**Routed clock nets over the placement**

Drawn at 8 px/um.
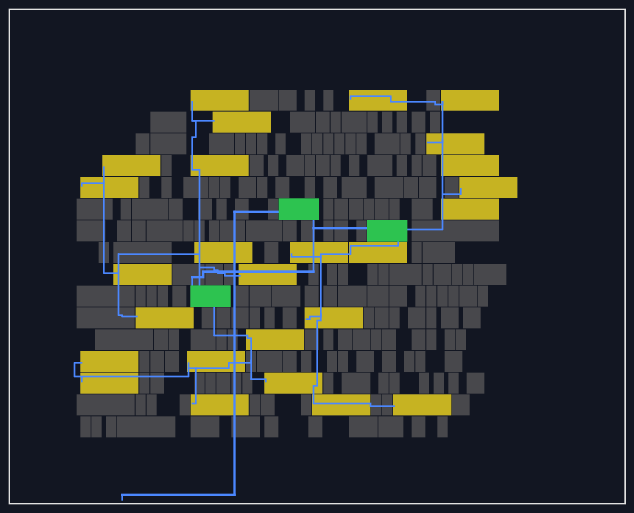
**Power grid**

Drawn at 4 px/um. Pins as bars on the die edge.
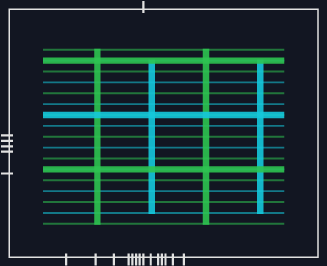
**Wiring by layer**

Drawn at 4 px/um. Only two layers are drawn.
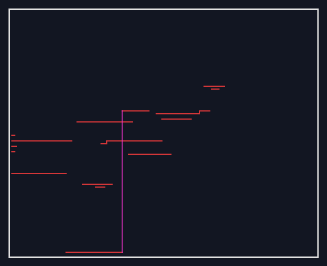
**Cell classes on the final placement**

Drawn at 4 px/um. Fill, decap, tap and diode cells in gray.
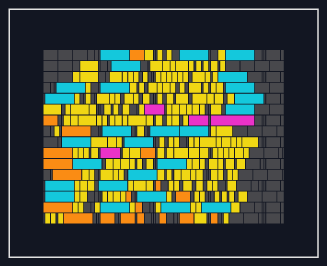
==> config.mk <==
export PLATFORM = sky130hd
export DESIGN_NAME = button_cmd_arbiter
export DESIGN_NICKNAME = d
export VERILOG_FILES = /design/src/rtl/button_cmd_arbiter.sv
export SDC_FILE = /design/constraint.sdc
export NUM_CORES = 1
export LEC_CHECK = 0
export ABC_AREA = 1
export CORE_ASPECT_RATIO = 0.75
export CORE_MARGIN = 8
export CORE_UTILIZATION = 54
export CTS_CLUSTER_DIAMETER = 120
export DETAILED_ROUTE_END_ITERATION = 10
export GPL_TIMING_DRIVEN = 1
export PLACE_DENSITY = 0.91
export RECOVER_POWER = 25
export SYNTH_ARGS = -nofsm -noshare
export SYNTH_HDL_FRONTEND = slang
export SYNTH_SLANG_ARGS = --single-unit
==> constraint.sdc <==
create_clock -name clk -period 2.25 [get_ports clk]
set_input_delay 0.45 -clock clk [delete_from_list [all_inputs] [get_ports clk]]
set_output_delay 0.45 -clock clk [all_outputs]
set_load 0.1 [all_outputs]
==> flow_summary_export.csv <==
group,metric,value,unit
clocking,clock-sinks,26,
synthesis,synth-edff-count,0,
flow_run,cap_violations,0,
power_and_ir_drop,p_comb_frac,0.585,
cells_and_area,largestClassByArea,"multi-input combinational cells",
global_routing,met2_usage,0.242,
clocking,clkLatencyLatePin,0.27,ns
die,ios,20,
global_routing,grt_pass1_vias,1244,
die,dieArea,4730,um2
power_and_ir_drop,p_per_area,1350,nW/um2
critical_path,cpLargestDelayFamily,"simple AND/OR/NAND/NOR gates",
power_and_ir_drop,switching_share,0.506,
cells_and_area,signal_buffers,19,
status,status,"completed",
synthesis,simple_gate_area_frac,0.357,
place,placed_area,1770,um2
power_and_ir_drop,powerComb,1.43,mW
critical_path,cp_num_cells,12,
synthesis,top_area_frac,0.348,
synthesis,yosys.area_share.aoi,0.120,
critical_path,cp_data_arrival_time,2.09,ns
clocking,cts_max_level,1,
power_and_ir_drop,leakagePower,0.824,nW
cells_and_area,clk_share,0.0393,
timing,drv_slew,0,
global_routing,busiest_layer,"met2",
cells_and_area,drive_gt1_frac,0.186,
cells_and_area,antenna_cells,0,
clocking,path_clk_slew,0.09,ns
synthesis,adder_share,0.0501,
synthesis,ys_types,31,
place,place_inst,269,
power_and_ir_drop,p_int,1.21,mW
place,dp_hpwl,2.49,mm
clocking,post_cts_resized,0,
power_and_ir_drop,seq_power_share,0.258,
clocking,post_cts_buffers,0,
detailed_routing,first_pass_iters,4,
synthesis,ys.flop_type,"dfxtp_1",
clocking,postCtsHoldBufs,0,
global_routing,grt_max_degree,16,
detailed_routing,wl_met1,1.60,mm
cells_and_area,flop-count,26,
Notes on 'routed clock nets over the placement' above:
[blue] clock wires | length: 306 um
[green] cells driving clock nets | count: 3
[yellow] flip-flops | count: 26
routed clock nets: 4
clk pwr: 0.385 mW
clock power share: 0.157

Notes on 'power grid' above:
[green] VSS
[cyan] VDD
met4 straps: 4
met5 straps: 3
rows: 16
signal pins: 20
met1 rails: 17
Worst VDD drop: 0.988 mV
Die H: 61.6 um
core area: 2620 um2

Notes on 'wiring by layer' above:
[magenta] met4 | wire length: 35.4 um
[red] met3 | wire length: 130 um
Total Routing Usage GR: 0.145
vias after detailed routing: 1365

Notes on 'cell classes on the final placement' above:
[cyan] flip-flops | cells: 26 | share of their area: 29%
[magenta] clock drivers and dummy loads | cells: 4 | share of their area: 4.0%
[orange] other buffers and delay cells | cells: 19 | share of their area: 12%
[yellow] all other logic | cells: 188 | share of their area: 54%
Seq/total area: 0.287
Final Core Density: 0.691
Row Count: 16

Power figures rest on the tool's default switching activity, not on a simulated workload.
